### Signal wires on met1, run 1

Scale bar: 20 um.
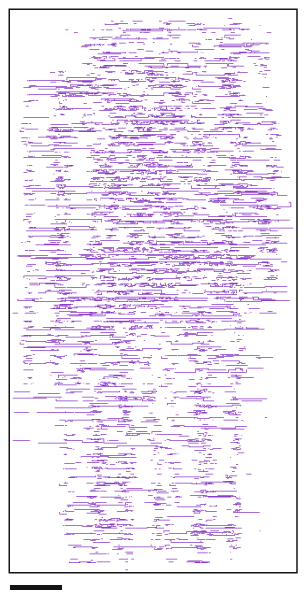
### Met2 routing, run 1

Scale bar: 20 um. Cells faint in the background.
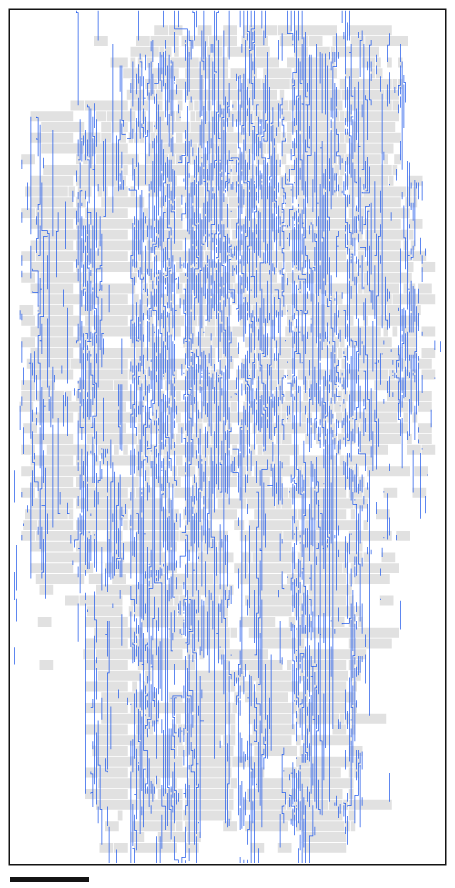
### M3 wires, run 1

Scale bar: 20 um. Cells faint in the background.
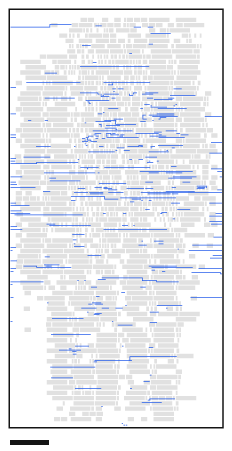
### src/rtl/strobe_capture_arb_pkg.sv
// Shared defaults, the clog2 helper and the output-stage state encoding
// for the strobe capture arbiter and its per-channel buffers.
package strobe_capture_arb_pkg;

    localparam int DEF_NUM_CHANNELS = 4;
    localparam int DEF_NUM_BITS     = 16;
    localparam int DEF_DEPTH        = 4;

    // Smallest r such that 2**r >= value (0 for value <= 1).
    function automatic int clog2(input int value);
        int r;
        r = 0;
        for (int i = 0; i < 31; i++) begin
            if ((1 << i) < value) begin
                r = i + 1;
            end
        end
        return r;
    endfunction

    typedef enum logic {
        EMPTY  = 1'b0,
        LOADED = 1'b1
    } out_state_t;

endpackage

### src/rtl/strobe_capture_arb_sync_fifo_small.sv
// Small per-channel FIFO: a write is taken when not full, or when full and
// popped on the same edge; otherwise the word is dropped and flagged.
module sync_fifo_small
    import strobe_capture_arb_pkg::*;
#(
    parameter int NUM_BITS = DEF_NUM_BITS,
    parameter int DEPTH    = DEF_DEPTH
) (
    input  logic                clk,
    input  logic                reset,
    input  logic                wr_en,
    input  logic [NUM_BITS-1:0] wr_data,
    input  logic                rd_en,
    output logic [NUM_BITS-1:0] rd_data,
    output logic                empty,
    output logic                drop
);

    localparam int AW = clog2(DEPTH);
    localparam int CW = clog2(DEPTH) + 1;

    logic [NUM_BITS-1:0] mem [DEPTH];
    logic [AW-1:0]       wr_ptr_reg;
    logic [AW-1:0]       rd_ptr_reg;
    logic [CW-1:0]       count_reg;
    logic                full;
    logic                wr_accept;
    logic                rd_accept;

    assign full      = (count_reg == CW'(DEPTH));
    assign empty     = (count_reg == '0);
    assign wr_accept = wr_en && (!full || rd_en);
    assign rd_accept = rd_en && !empty;
    assign drop      = wr_en && full && !rd_en;

    // Head word is read asynchronously so a freshly written word can reach
    // the output register on the very next edge.
    assign rd_data = mem[rd_ptr_reg];

    always_ff @(posedge clk) begin
        if (wr_accept) begin
            mem[wr_ptr_reg] <= wr_data;
        end
    end

    always_ff @(posedge clk) begin
        if (reset) begin
            wr_ptr_reg <= '0;
            rd_ptr_reg <= '0;
            count_reg  <= '0;
        end else begin
            if (wr_accept) begin
                wr_ptr_reg <= wr_ptr_reg + 1'b1;
            end
            if (rd_accept) begin
                rd_ptr_reg <= rd_ptr_reg + 1'b1;
            end
            case ({wr_accept, rd_accept})
                2'b10:   count_reg <= count_reg + 1'b1;
                2'b01:   count_reg <= count_reg - 1'b1;
                default: count_reg <= count_reg;
            endcase
        end
    end

endmodule

### src/rtl/strobe_capture_arb.sv
// Captures per-channel strobed words into small FIFOs and serialises them
// through a round-robin arbiter into a one-word valid/ready output register.
module strobe_capture_arb
    import strobe_capture_arb_pkg::*;
#(
    parameter int  NUM_CHANNELS = DEF_NUM_CHANNELS,
    parameter int  NUM_BITS     = DEF_NUM_BITS,
    parameter int  DEPTH        = DEF_DEPTH,
    localparam int CHAN_W       = (clog2(NUM_CHANNELS) > 1) ? clog2(NUM_CHANNELS) : 1
) (
    input  logic                             clk,
    input  logic                             reset,
    input  logic [NUM_CHANNELS-1:0]          enable,
    input  logic [NUM_CHANNELS*NUM_BITS-1:0] bits_in,
    output logic                             valid,
    input  logic                             ready,
    output logic [NUM_BITS-1:0]              bits_out,
    output logic [CHAN_W-1:0]                chan_out,
    output logic [NUM_CHANNELS-1:0]          overflow,
    input  logic                             overflow_clr
);

    logic [NUM_BITS-1:0]     fifo_data [NUM_CHANNELS];
    logic [NUM_CHANNELS-1:0] fifo_empty;
    logic [NUM_CHANNELS-1:0] fifo_drop;
    logic [NUM_CHANNELS-1:0] fifo_pop;

    out_state_t              state_reg;
    logic [NUM_BITS-1:0]     bits_out_reg;
    logic [CHAN_W-1:0]       chan_out_reg;
    logic [CHAN_W-1:0]       rr_ptr_reg;
    logic [NUM_CHANNELS-1:0] overflow_reg;

    logic                    grant_found;
    logic [CHAN_W-1:0]       grant_idx;
    logic                    load;
    logic [CHAN_W-1:0]       rr_next;

    generate
        for (genvar gi = 0; gi < NUM_CHANNELS; gi++) begin : g_chan
            sync_fifo_small #(
                .NUM_BITS (NUM_BITS),
                .DEPTH    (DEPTH)
            ) u_fifo (
                .clk     (clk),
                .reset   (reset),
                .wr_en   (enable[gi]),
                .wr_data (bits_in[gi*NUM_BITS +: NUM_BITS]),
                .rd_en   (fifo_pop[gi]),
                .rd_data (fifo_data[gi]),
                .empty   (fifo_empty[gi]),
                .drop    (fifo_drop[gi])
            );
        end
    endgenerate

    // Round-robin search starting at rr_ptr_reg, wrapping modulo NUM_CHANNELS.
    always_comb begin
        logic [CHAN_W:0] idx_wide;
        grant_found = 1'b0;
        grant_idx   = '0;
        idx_wide    = '0;
        for (int i = 0; i < NUM_CHANNELS; i++) begin
            idx_wide = {1'b0, rr_ptr_reg} + (CHAN_W+1)'(i);
            if (idx_wide >= (CHAN_W+1)'(NUM_CHANNELS)) begin
                idx_wide = idx_wide - (CHAN_W+1)'(NUM_CHANNELS);
            end
            if (!grant_found && !fifo_empty[idx_wide[CHAN_W-1:0]]) begin
                grant_found = 1'b1;
                grant_idx   = idx_wide[CHAN_W-1:0];
            end
        end
    end

    assign load    = grant_found && ((state_reg == EMPTY) || ready);
    assign rr_next = (grant_idx == CHAN_W'(NUM_CHANNELS - 1)) ? '0 : grant_idx + 1'b1;

    always_comb begin
        fifo_pop = '0;
        if (load) begin
            fifo_pop[grant_idx] = 1'b1;
        end
    end

    always_ff @(posedge clk) begin
        if (reset) begin
            state_reg    <= EMPTY;
            bits_out_reg <= '0;
            chan_out_reg <= '0;
            rr_ptr_reg   <= '0;
            overflow_reg <= '0;
        end else begin
            case (state_reg)
                EMPTY: begin
                    if (grant_found) begin
                        state_reg <= LOADED;
                    end
                end
                LOADED: begin
                    if (ready && !grant_found) begin
                        state_reg <= EMPTY;
                    end
                end
                default: state_reg <= EMPTY;
            endcase
            if (load) begin
                bits_out_reg <= fifo_data[grant_idx];
                chan_out_reg <= grant_idx;
                rr_ptr_reg   <= rr_next;
            end
            // A drop on the same edge as a clear leaves the flag set.
            overflow_reg <= overflow_clr ? fifo_drop : (overflow_reg | fifo_drop);
        end
    end

    assign valid    = (state_reg == LOADED);
    assign bits_out = bits_out_reg;
    assign chan_out = chan_out_reg;
    assign overflow = overflow_reg;

endmodule
### config.mk
export PLATFORM = sky130hd
export DESIGN_NAME = strobe_capture_arb
export DESIGN_NICKNAME = d
export VERILOG_FILES = /design/src/rtl/strobe_capture_arb_pkg.sv /design/src/rtl/strobe_capture_arb_sync_fifo_small.sv /design/src/rtl/strobe_capture_arb.sv
export SDC_FILE = /design/constraint.sdc
export NUM_CORES = 1
export LEC_CHECK = 0
export ABC_AREA = 1
export CAP_MARGIN = 0
export CORE_ASPECT_RATIO = 2
export CORE_MARGIN = 2
export CORE_UTILIZATION = 59
export DETAILED_ROUTE_END_ITERATION = 8
export PLACE_DENSITY = 0.91
export SYNTH_ARGS = -nofsm -noshare
export SYNTH_HDL_FRONTEND = slang
export SYNTH_SLANG_ARGS = --single-unit
### constraint.sdc
create_clock -name clk -period 3.4 [get_ports clk]
set_input_delay 0.68 -clock clk [delete_from_list [all_inputs] [get_ports clk]]
set_output_delay 0.68 -clock clk [all_outputs]
set_load 0.01 [all_outputs]
==> flow_summary.ini, run 1 <==
; synthesis and place-and-route metrics
[finish]
largest_register_ffs = 256
n_fill_cell = 1441
finalCoreUtilization_pct = 70.04
share_of_the_final_layout_cell_area_in_multi_input_gates_pct = 24.71
num-clock-buffers = 26
n_sequential_cell = 317

[placed_design]
preCtsSetupSlack_ns = 0.02838
port-buffer-count = 94
place_congestion = 0.9322
place.detailed.hpwl_um = 19840
dpl_cells = 1507

[sta]
slew_violations = 0
hold_viol = 0
setup_total_negative_slack_ns = 0
achievable-frequency_ghz = 0.3186
final-setup-viol-count = 0
final_min_period_over_clock_period_pct = 92.32

[route]
routed_wirelength_normalized_by_instance_count_um = 19.03
met2_wirelength_um = 15530
vias_per_cell = 5.921

[clock_network]
max-clock-path-buffers = 3
insertion_delay_ns = 0.55
cts_tree = built

[setup_path]
regToRegEndpoint = g_chan[3].u_fifo.count_reg[2]
worstSetupEndpoint = g_chan[3].u_fifo.count_reg[2]
crit_start = g_chan[2].u_fifo.count_reg[0]
worst_path_dominant_cell_family = simple AND/OR/NAND/NOR gates
worst_setup_end_kind = register
crit_cells = 19
rrSetupSlack_ns = 0.26

[logic_synthesis]
post_synth_ao_oa_area_fraction_pct = 9.728
top_area_share_pct = 58.03
synth_sequential_area_ratio_pct = 67.25
synth.area.top_cells = edfxtp_1, dfxtp_1, nand2_1
synth_cell_type_count = 33

[pwr]
power.density_mw_per_mm2 = 885.4
comb_power_share_pct = 40.4
p_seq_mw = 5.04

[global_routing]
track_usage_pct = 25.39
first_global_vias = 9074

[floorplan]
placeableCoreArea_mm2 = 0.02206
fp.dieH_um = 215.9
n_tap_cell = 276
std_cell_rows = 77

[run_status]
status = finished clean

[hold_path]
hold_path.class = register to register
Back to the opening pictures, 'Signal wires on met1':
The layer carries 9880 um of wire. 1226 nets have wire on it.
final wirelength: 29650 um
M1 GR Usage: 27.25%
Vias: 9225

Back to the opening pictures, 'Met2 routing':
1135 nets have wire on it. The layer holds 52% of the routed length. The longest straight run is 81.6 um. The wires run mostly vertical. The layer carries 15500 um of wire.
GRT met2 Usage: 44.07%

Back to the opening pictures, 'M3 wires':
The longest straight run is 41.7 um. 177 nets have wire on it. The layer holds 6.1% of the routed length. The wires run mostly horizontal.
global routing usage on met3: 3.383%

### Routing congestion map, run 1

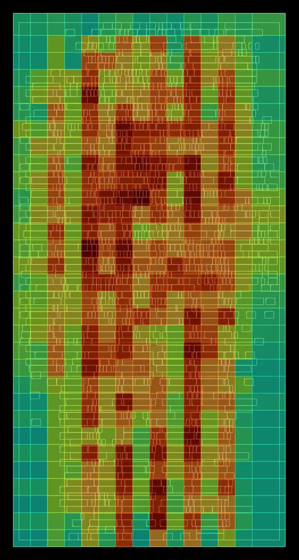

==> run 1 -> run 2 <==
CAP_MARGIN = 40   (was 0)
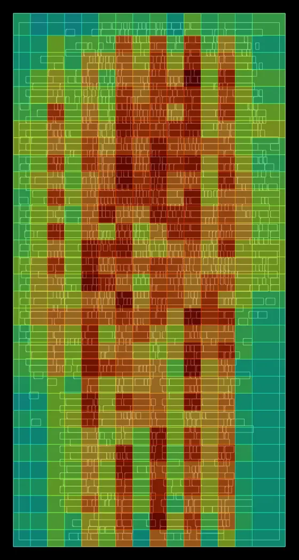
*Routing congestion map, run 2*
global routing usage on met3: 3.866%
routed wirelength normalized by instance count: 19.16 um
global-route layer with the greatest usage: met2

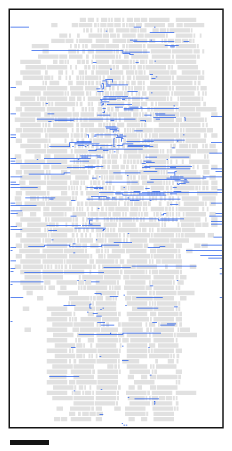
*M3 wires, run 2*
Scale bar: 20 um. Cells faint in the background.
168 nets have wire on it. The longest straight run is 50.8 um. The layer holds 6.0% of the routed length.
Vias: 9237
final wirelength: 30080 um

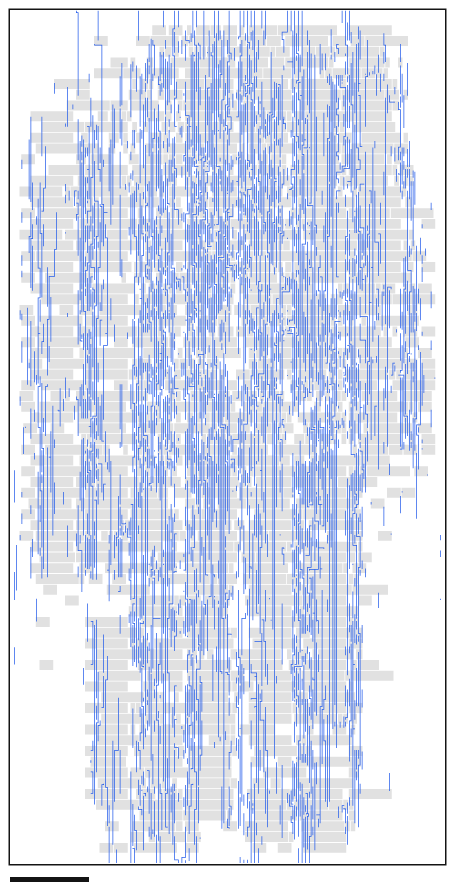
*Met2 routing, run 2*
Scale bar: 20 um. Cells faint in the background.
1150 nets have wire on it. The longest straight run is 93.8 um. The layer carries 16300 um of wire.
GRT met2 Usage: 45.79%

==> run 2 against run 1 <==
- die size unchanged
- clock-buffer cell count is 7 higher
- synthesized cell count stayed put
- sequential power shrank 1%
- maximum frequency is 3.3% lower
- non-clock buffer count rose by 10
- critical endpoint unchanged
- largest power group unchanged
- highest routed layer unchanged
==> flow_summary.ini, run 2 <==
; synthesis and place-and-route metrics
[finish]
final_area_mm2 = 0.01565
clock_network_contribution_to_total_cell_area_pct = 5.718
largest_register_ffs = 256
buffers = 136
share_of_the_final_layout_cell_area_in_multi_input_gates_pct = 24.26
num-multi-input-gates = 711
n_sequential_cell = 317
finalCoreUtilization_pct = 70.91
antenna_cells_inserted = 2
seqAreaFraction_pct = 56.97
final_cell_mix = nand2_1, edfxtp_1, a21oi_1
num-clock-buffers = 33
multi_input_comb_area_mm2 = 0.003796
n_fill_cell = 1395

[logic_synthesis]
synth.area.top_cells = edfxtp_1, dfxtp_1, nand2_1
yosysChipArea_mm2 = 0.01325
logic_family = simple AND/OR/NAND/NOR gates
top_area_share_pct = 58.03
post_synth_ao_oa_area_fraction_pct = 9.728
numSynthFlops = 317
mux_share_pct = 0
synth_sequential_area_ratio_pct = 67.25
dominant_cell_type_by_area_after_synthesis = edfxtp_1
synth-async-reset-ratio_pct = 0
synth_cell_type_count = 33
synth_warnings = 0

[pwr]
pg_clk_mw = 3.11
power.density_mw_per_mm2 = 882.5
switching_share_pct = 38.56
static-leakage-power_nw = 5.897
comb_power_share_pct = 41.4
power.total_mw = 13.81
clock_power_share_pct = 22.5
p_seq_mw = 4.98

[route]
vias_per_cell = 5.883
route.detailed.drc = 0
first_drt_pass_iteration_count = 5
met2_wirelength_um = 16250
route.layer.met1.wl_um = 9912

[setup_path]
crit_start = g_chan[3].u_fifo.count_reg[2]
worstSetupEndpoint = g_chan[3].u_fifo.count_reg[2]
crit_cells = 20
worst_path_dominant_cell_family = simple AND/OR/NAND/NOR gates
worst_setup_end_kind = register
rrSetupSlack_ns = 0.15
endpoint_arrival_time_on_the_critical_path_ns = 3.68
worst-endpoint-required_ns = 3.83
cpMaxStageDelayCell = dfxtp_1
reg2regPathDepth = 20
regToRegEndpoint = g_chan[3].u_fifo.count_reg[2]

[floorplan]
placeableCoreArea_mm2 = 0.02206
std_cell_rows = 77
fp.dieH_um = 215.9
die_w_um = 110.0
n_tap_cell = 276

[hold_path]
worst_hold_path_startpoint = overflow[3]
hold_path.class = register to register

[placed_design]
port-buffer-count = 94
preCtsSetupSlack_ns = -0.01946
postPlaceCellArea_mm2 = 0.01467
place.detailed.hpwl_um = 20360
dpl_cells = 1515
place_congestion = 0.9322

[clock_network]
root_buffer = clkbuf_16
insertion_delay_ns = 0.56
cts_tree = built
cts.reportedPaths.clkPinSlew_ns = 0.06
cts_setup_buffers = 0
max-clock-path-buffers = 3

[run]
warnings = 38
max_cap_viol_count = 0

[sta]
maxSlewHeadroom_pct = 47.78
slew_violations = 0
setup_total_negative_slack_ns = 0
final-setup-viol-count = 0
final_min_period_over_clock_period_pct = 95.47
worst_slack_ns = 0.1541
tightestPinTransition_ns = 0.7825
hold_viol = 0
achievable-frequency_ghz = 0.3081

[global_routing]
global_route_wire_length_before_repair_um = 45990
track_usage_pct = 25.82
first_global_vias = 9173
grt_util_met1_pct = 27.06
grt_overflow = 0

[run_status]
status = finished clean
No activity file was given, so power comes from the tool's default toggle rates.
